File: config.mk
export PLATFORM = sky130hd
export DESIGN_NAME = bcd_edit_field
export DESIGN_NICKNAME = d
export VERILOG_FILES = /design/src/rtl/bcd_edit_field.sv
export SDC_FILE = /design/constraint.sdc
export NUM_CORES = 1
export LEC_CHECK = 0
export ABC_AREA = 1
export CAP_MARGIN = 5
export CORE_AREA = 2 2 88 90
export DETAILED_ROUTE_END_ITERATION = 10
export DIE_AREA = 0 0 90 92
export GPL_ROUTABILITY_DRIVEN = 0
export MAX_ROUTING_LAYER = met4
export PLACE_DENSITY_LB_ADDON = 0.2
export SLEW_MARGIN = 10
export SYNTH_ARGS = -nofsm -noshare
export SYNTH_HDL_FRONTEND = slang
export SYNTH_SLANG_ARGS = --single-unit
File: constraint.sdc
create_clock -name clk -period 6.12 [get_ports clk]
set_clock_uncertainty 0.05 [all_clocks]
set_input_delay 0.918 -clock clk [delete_from_list [all_inputs] [get_ports clk]]
set_output_delay 0.918 -clock clk [all_outputs]
set_load 0.01 [all_outputs]
File: src/rtl/bcd_edit_field.sv
// bcd_edit_field: two-digit decimal edit field with edge-detected keys, load port and change strobe.
// Ports: clk; reset (async, active-low); KeyPlus/KeyMinus (active-low keys, async to clk);
//        EditMode, screen, EditPos (edit gating); LoadEn/LoadValue (direct load);
//        Value (registered field value); Changed (one-cycle pulse on every Value change).
// Optional hold-to-repeat is built when BCD_EDIT_AUTOREPEAT_EN is defined.
module bcd_edit_field #(
    parameter int WIDTH         = 7,
    parameter int MAX_VAL       = 59,
    parameter int SCREEN_ID     = 2,
    parameter int UNITS_POS     = 5,
    parameter int TENS_POS      = 4,
    parameter int HOLD_CYCLES   = 25000000,
    parameter int REPEAT_CYCLES = 5000000
) (
    input  logic             clk,
    input  logic             reset,
    input  logic             KeyPlus,
    input  logic             KeyMinus,
    input  logic             EditMode,
    input  logic [1:0]       screen,
    input  logic [2:0]       EditPos,
    input  logic             LoadEn,
    input  logic [WIDTH-1:0] LoadValue,
    output logic [WIDTH-1:0] Value,
    output logic             Changed
);
    typedef enum logic [1:0] {IDLE, STEP, HOLD, REPEAT} state_t;
    localparam logic [WIDTH:0] ONE  = (WIDTH+1)'(1);
    localparam logic [WIDTH:0] NINE = (WIDTH+1)'(9);
    localparam logic [WIDTH:0] TEN  = (WIDTH+1)'(10);
    localparam logic [WIDTH:0] MAXV = (WIDTH+1)'(MAX_VAL);
    localparam logic [WIDTH:0] TOPT = (WIDTH+1)'((MAX_VAL / 10) * 10);
    state_t           r_state, w_next;
    logic [1:0]       r_kp, r_km, r_rdy;
    logic             r_up, r_tens;
    logic             w_gate, w_press, w_key, w_step;
    logic [WIDTH:0]   w_v, w_u, w_c;
    logic [WIDTH-1:0] w_stepped, w_load, w_val;
    // Stage [0] is the key level; the press edge is taken between stages [1] and [0] so the
    // step lands on the third clock edge after the key falls.
    // r_rdy blocks edges until stage [1] holds a real sample, so a key held through reset never steps.
    assign w_gate  = EditMode && screen == 2'(SCREEN_ID) &&
                     (EditPos == 3'(UNITS_POS) || EditPos == 3'(TENS_POS));
    assign w_press = r_rdy[1] && w_gate &&
                     ((r_kp[1] && !r_kp[0] && r_km[0]) || (r_km[1] && !r_km[0] && r_kp[0]));
    assign w_key   = r_up ? r_kp[0] : r_km[0];
    assign w_v     = {1'b0, Value};
    assign w_u     = w_v % TEN;
    assign w_c     = TOPT + w_u;
    assign w_stepped = WIDTH'(r_tens
        ? (r_up ? ((w_v + TEN > MAXV) ? w_u : w_v + TEN)
                : ((w_v < TEN) ? ((w_c > MAXV) ? w_c - TEN : w_c) : w_v - TEN))
        : (r_up ? ((w_u == NINE || w_v == MAXV) ? w_v - w_u : w_v + ONE)
                : ((w_u == '0) ? ((w_v + NINE > MAXV) ? MAXV : w_v + NINE) : w_v - ONE)));
    assign w_load  = (LoadValue > WIDTH'(MAX_VAL)) ? WIDTH'(MAX_VAL) : LoadValue;
    assign w_val   = LoadEn ? w_load : w_step ? w_stepped : Value;
`ifdef BCD_EDIT_AUTOREPEAT_EN
    localparam int CW = $clog2((HOLD_CYCLES > REPEAT_CYCLES ? HOLD_CYCLES : REPEAT_CYCLES) + 1);
    logic [CW-1:0] r_cnt;
    logic          w_quit;
    assign w_quit = !w_gate || w_key || !(r_up ? r_km[0] : r_kp[0]);
    always_ff @(posedge clk or negedge reset) begin
        if (!reset) r_cnt <= '0;
        else        r_cnt <= (w_next != r_state || w_step) ? '0 : r_cnt + 1'b1;
    end
`endif
    always_comb begin
        w_next = r_state;
        w_step = 1'b0;
        case (r_state)
            IDLE: if (w_press) w_next = STEP;
            STEP: begin
                w_step = 1'b1;
                w_next = HOLD;
            end
`ifdef BCD_EDIT_AUTOREPEAT_EN
            HOLD:
                if (w_quit) w_next = IDLE;
                else if (r_cnt == CW'(HOLD_CYCLES - 1)) begin
                    w_next = REPEAT;
                    w_step = 1'b1;
                end
            REPEAT:
                if (w_quit) w_next = IDLE;
                else w_step = r_cnt == CW'(REPEAT_CYCLES - 1);
`else
            HOLD: if (!w_gate || w_key) w_next = IDLE;
`endif
            default: w_next = IDLE;
        endcase
        if (LoadEn) w_next = (!r_kp[0] || !r_km[0]) ? HOLD : IDLE;
    end
    always_ff @(posedge clk or negedge reset) begin
        if (!reset) begin
            r_state <= IDLE;
            r_kp    <= 2'b11;
            r_km    <= 2'b11;
            r_rdy   <= 2'b00;
            r_up    <= 1'b0;
            r_tens  <= 1'b0;
            Value   <= '0;
            Changed <= 1'b0;
        end else begin
            r_state <= w_next;
            r_kp    <= {r_kp[0], KeyPlus};
            r_km    <= {r_km[0], KeyMinus};
            r_rdy   <= {r_rdy[0], 1'b1};
            // Direction and digit follow the keys while idle and freeze once a press is taken.
            if (r_state == IDLE) begin
                r_up   <= !r_kp[0];
                r_tens <= EditPos == 3'(TENS_POS);
            end
            Value   <= w_val;
            Changed <= w_val != Value;
        end
    end
endmodule

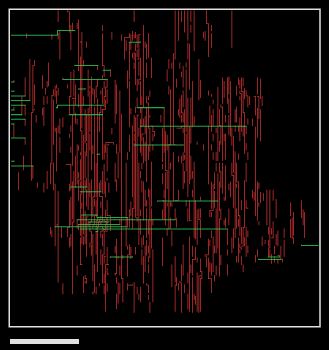
Fig. 1. Wiring by layer (run 1).
Scale bar: 20 µm. Two of the layers only.
[red] metal 2 | wire length: 3540 µm
[green] metal 3 | wire length: 331 µm

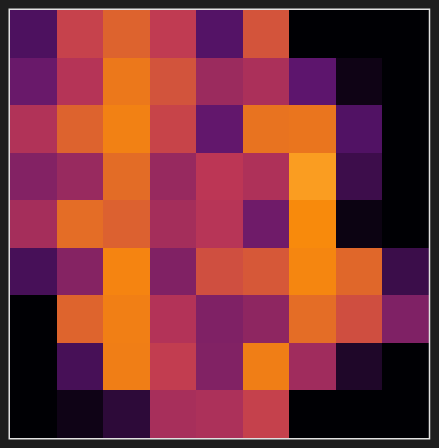
Fig. 2. Cell density map (run 1).
9 x 9 tiles, from black (low) to pale yellow (high), 0 to 100% covered.
emptiest ninth of the die: top right
nearly empty tiles: 17%
mean over tiles: 38%
tiles over 75% full: 1.2%
final core occ: 43.7%
Pre-Place Util: 38.8%
Placeable Area: 0.00745 mm²

==> out/metrics.csv, run 1 <==
metric,value,unit
vias in the first global route,2809,
Net Switching,397,µW
status,completed,
Adders+Majority by Area,6.50,%
# Cells Yosys,472,
"Seq share, synth",15.8,%
DR WL met2,3540,µm
grt peak-use layer,met2,
met3 Use GR,1.56,%
Clock Power Share,10.7,%
Gate Count Post-Synth,472,
chip area,0.00828,mm²
OpenROAD warning count,33,
Filler cells,823,
Min-Delay Endpoint,r_rdy[1],
drc violations,0,
met3 WL,330,µm
TritonCTS clock tree,done,
and+or+nand+nor area frac,50.5,%
Levels on crit path,37,
Hold Crit Depth,0,
clock edge transition at the registers on the reported setup and hold paths,60,ps
Top Family by Delay on Critical Path,simple AND/OR/NAND/NOR gates,
"area share, top type",18.1,%
"Setup Fix Bufs, Post-CTS",0,
DRT antenna net count,0,
Seq/total area,14.0,%
Post-CTS Hold Buffers,0,
Synth area leader,nand2_1,
detailed-route via count,2926,
critical path class,flip-flop to flip-flop,
Pre-antenna DRT Iters,4,
"count leader, synth",nand2_1,
GRT Total Usage,19.8,%
reg-to-reg startpoint,Value[1],
Comb area share,64.2,%
design area,0.00325,mm²
# clock sinks,18,
WP data required,6210,ps
Setup TNS,0,ps
DP Cell Count,590,
slowest cell delay on critical path,610,ps
total CTS buffers,3,
crit-path most repeated cell,nand2_1,
Final Non-Filler Cells,593,
Comb pwr share,70.6,%
Combinational Area,0.00209,mm²
Worst R2R Setup Slack,1040,ps
final hold slack,298,ps
dominant register cell,dfrtp_1,
Pint,361,µW
syn_area_per_cell,6.12,µm²
H-tree levels,1,
unrepaired setup endpoints after global routing,no,
ANT cells,0,
PortBufs,25,
NonClk Buf Share,8.15,%
worst reg-to-reg path cell count,37,
# resized after CTS,0,
Flop area,455,µm²
Vias/cell,4.93,
clk latency late pin,250,ps
top cells by area,"nand2_1, dfrtp_1, nand3_1",
Post-Route WL,7780,µm
Lkg Pwr,1.69,nW
Post-synth top cells,"nand2_1, inv_1, nand3_1",
top cell class by occupied area,combinational gates,
pwr/cell area,233,mW/mm²
P&R area growth vs syn,12.7,%
Power Total,758,µW
Top power group,combinational logic,
grt total ovfl,0,
startpoint of the worst hold path,r_rdy[0],
Root Driver,clkbuf_8,
distinct cell type count of the synthesized netlist,41,
Horiz. Die Dim,90,µm
grt met1 use,27.1,%
Worst Hold Class,flip-flop to flip-flop,
antenna violations before repair,0,
synth warn,0,
Detailed Place HPWL,6320,µm
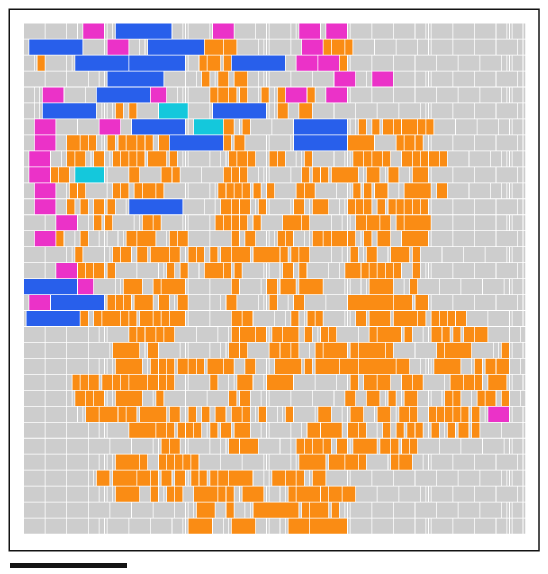
Fig. 3. Cells coloured by class (run 1).
Scale bar: 20 µm. Fill, decap, tap and diode cells in grey.
[magenta] remaining buffers and delay cells | cells: 27 | share of their area: 8.5%
[cyan] clock drivers | cells: 3 | share of their area: 1.3%
[orange] combinational and other logic | cells: 443 | share of their area: 76%
[blue] sequential cells | cells: 18 | share of their area: 15%

[run 1: sequential cells by signal, indices dropped and copies added, names as in the netlist]
name     flops
r_up         1
Changed      1
r_tens       1
r_kp         2
Value        7
r_rdy        2
r_km         2
r_state      2
[run 1: cells in the final DEF, fill, tap and decap left out, types with 4 or more instances in the layout]
| master | count |
|---|---|
| nand2_1 | 139 |
| o21ai_0 | 17 |
| inv_1 | 60 |
| clkdlybuf4s50_1 | 25 |
| dfstp_2 | 4 |
| xor2_1 | 13 |
| nor2_4 | 5 |
| nand3_1 | 49 |
| nand4_1 | 10 |
| a21oi_1 | 22 |
| dfrtp_1 | 14 |
| nand3_2 | 4 |
| nand2_2 | 17 |
| nor2_1 | 33 |
| o211ai_1 | 5 |
| nand2_4 | 11 |
| inv_2 | 9 |
| ha_1 | 15 |
==> run 1 -> run 2 <==
Clock period 6.12 ns to 5.1 ns, I/O delays scaled along.
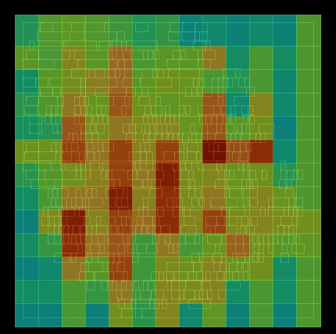
Fig. 4. Congestion heat map (run 2).
grt peak-use layer: met2
grt met1 use: 27.7%
final core occ: 44.6%
met3 Use GR: 1.73%
met2 Track Usage GR: 34.3%

==> run 2 against run 1 <==
  * Combinational power increased by 22%
  * Critical path type unchanged
  * Core utilization increased by 0.89 points
  * Non-clock buffer count is 7 higher
  * Flip-flop count unchanged
  * Area after synthesis stayed put
  * Register-to-register slack got worse by 400 ps
  * Clock-buffer cell count rose by 1
  * Largest cell class unchanged
  * Power up 23%
==> out/metrics.csv, run 2 <==
metric,value,unit
startpoint of the worst hold path,r_rdy[0],
Comb area share,62.9,%
registers,18,
ys async rst share,100,%
Max Freq,0.224,GHz
TritonCTS clock tree,done,
pwr/cell area,281,mW/mm²
Detailed Place HPWL,6620,µm
NonClk Buf Share,9.57,%
top cells by area,"nand2_1, dfrtp_1, nand3_1",
Hold Crit Depth,0,
reg-to-reg startpoint,Value[2],
share of layout cells above drive strength 1,14.4,%
Gate Count Post-Synth,472,
antenna violations before repair,0,
Filler cells,827,
Setup crit end,Changed,
Final #Nets,533,
initial DRC count,184,
unrepaired setup endpoints after global routing,no,
Met1 Routed Length,3910,µm
Adders+Majority by Area,6.50,%
distinct cell type count of the synthesized netlist,41,
Post-synth top cells,"nand2_1, inv_1, nand3_1",
Post-CTS Hold Buffers,0,
Root Driver,clkbuf_8,
P&R area growth vs syn,15.0,%
worst reg-to-reg path cell count,36,
total CTS buffers,3,
Min-Delay Endpoint,r_rdy[1],
Setup TNS,0,ps
Ports,26,
WP data required,5190,ps
Die Y,92,µm
# Cells Yosys,472,
endpoints failing hold,0,
clk latency late pin,250,ps
Vias/cell,4.97,
Yosys chip area,0.00289,mm²
"count leader, synth",nand2_1,
Clock buf/inv share,1.66,%
top sig layer,met4,
syn_area_per_cell,6.12,µm²
number of clock buffers in the layout,4,
min cycle time layout,4470,ps
PortBufs,25,
largest net degree at the start of global routing,19,
detailed-route via count,2984,
Final Non-Filler Cells,601,
Seq/total area,13.7,%
"Registers, synthesis",18,
Flop area,455,µm²
"AND-OR/OR-AND Cells, Area Fraction",10.4,%
"Net Count, Synth",505,
met3 WL,413,µm
peak fanout along the critical path,9,
vias in the first global route,2806,
Worst Setup End Kind,flip-flop,
clock buffer depth,2,
"Setup Fix Bufs, Post-CTS",0,
status,completed,
Biggest register,Value,
"top comb family, area",simple AND/OR/NAND/NOR gates,
row cnt,32,
slowest cell delay on critical path,380,ps
Wirelength per Cell,13.6,µm
Final period util,87.6,%
top cell class by occupied area,combinational gates,
Post-Syn Area,0.00289,mm²
Buffers excl. clock,34,
Tap Cells,102,
Placeable Area,0.00745,mm²
Final Setup Violations,0,
crit-path most repeated cell,nand2_1,
dominant register cell,dfrtp_1,
DRT antenna net count,0,
"Seq share, synth",15.8,%
first-pass GRT wire length,13500,µm
most instantiated logic cells after routing,"nand2_1, inv_1, nand3_1",
GRT Total Usage,20.5,%
"Inverters, non-clock",72,
VDD IR max,0.000192,V
DP Cell Count,597,
Slew headroom,45.1,%
final slew viol count,0,
"area share, top type",18.1,%
H-tree levels,1,
drc violations,0,
chip area,0.00828,mm²
ANT cells,0,
# clock sinks,18,
crit start category,flip-flop,
Combinational Area,0.00209,mm²
# resized after CTS,0,
Worst R2R Setup Slack,630,ps
Slowest cell on crit path,dfrtp_1,
maxcap violations,0,
Worst R2R End,Changed,
"EDFF count, synth",0,
Post-Route WL,8180,µm
Pre-antenna DRT Iters,5,
Slew @ Worst Pin,821,ps
Power Total,933,µW
OpenROAD warning count,33,
Crit. Startpoint,Value[2],
Worst Hold Class,flip-flop to flip-flop,
Pre-Place Util,38.8,%
Horiz. Die Dim,90,µm
grt total ovfl,0,
xor and xnor area share after synthesis,4.85,%
most used logic cell in the final layout,nand2_1,
and+or+nand+nor area frac,50.5,%
clock edge transition at the registers on the reported setup and hold paths,70,ps
critical path class,flip-flop to flip-flop,
Synth area leader,nand2_1,
Mux area share,0,%
Logic Gate Count,371,
max reg flops,7,
synth warn,0,
Worst Path Arrival,4560,ps
Lkg Pwr,1.73,nW
DR WL met2,3780,µm
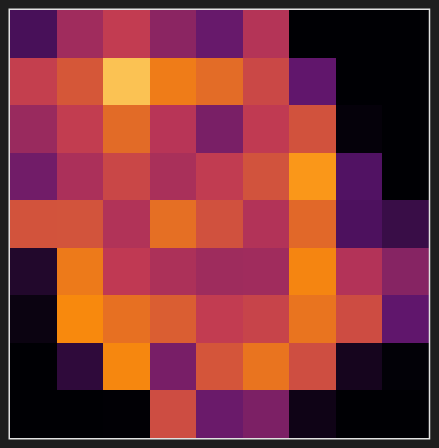
Fig. 5. Cell density map (run 2).
9 x 9 tiles, from black (low) to pale yellow (high), 0 to 100% covered.
emptiest ninth of the die: top right
tiles over 75% full: 2.5%
fullest tile: 87%
nearly empty tiles: 19%
mean over tiles: 39%

run 2: cell counts after synthesis:
No cell type changed its count.
run 2: where the power goes:
| part | internal, mW | leakage, nW | switching, mW |
|---|---|---|---|
| sequential | 0.153 | 0.202 | 0.0128 |
| clock | 0.0685 | 0.0288 | 0.0456 |
| combinational | 0.234 | 1.49 | 0.419 |
run 2: through the flow:
step                instance area, µm²  hold WS [ps]  setup WS (ps)
global route                      3320           307            166
floorplan                         2890           281            832
finish                            3320           304            634
CTS                               3320           307            693
detailed placement                3270           290            711
global placement                  3270           286            774
run 2: critical path: cells and delay by family (launching register included):
kind	cells	cell delay (ps)
flip-flops	1	380
AND-OR/OR-AND	2	420
buffers and inverters	3	400
adder cells (fa/ha/maj)	2	500
AND/OR/NAND/NOR	29	2590
Power figures rest on the tool's default switching activity, not on a simulated workload.
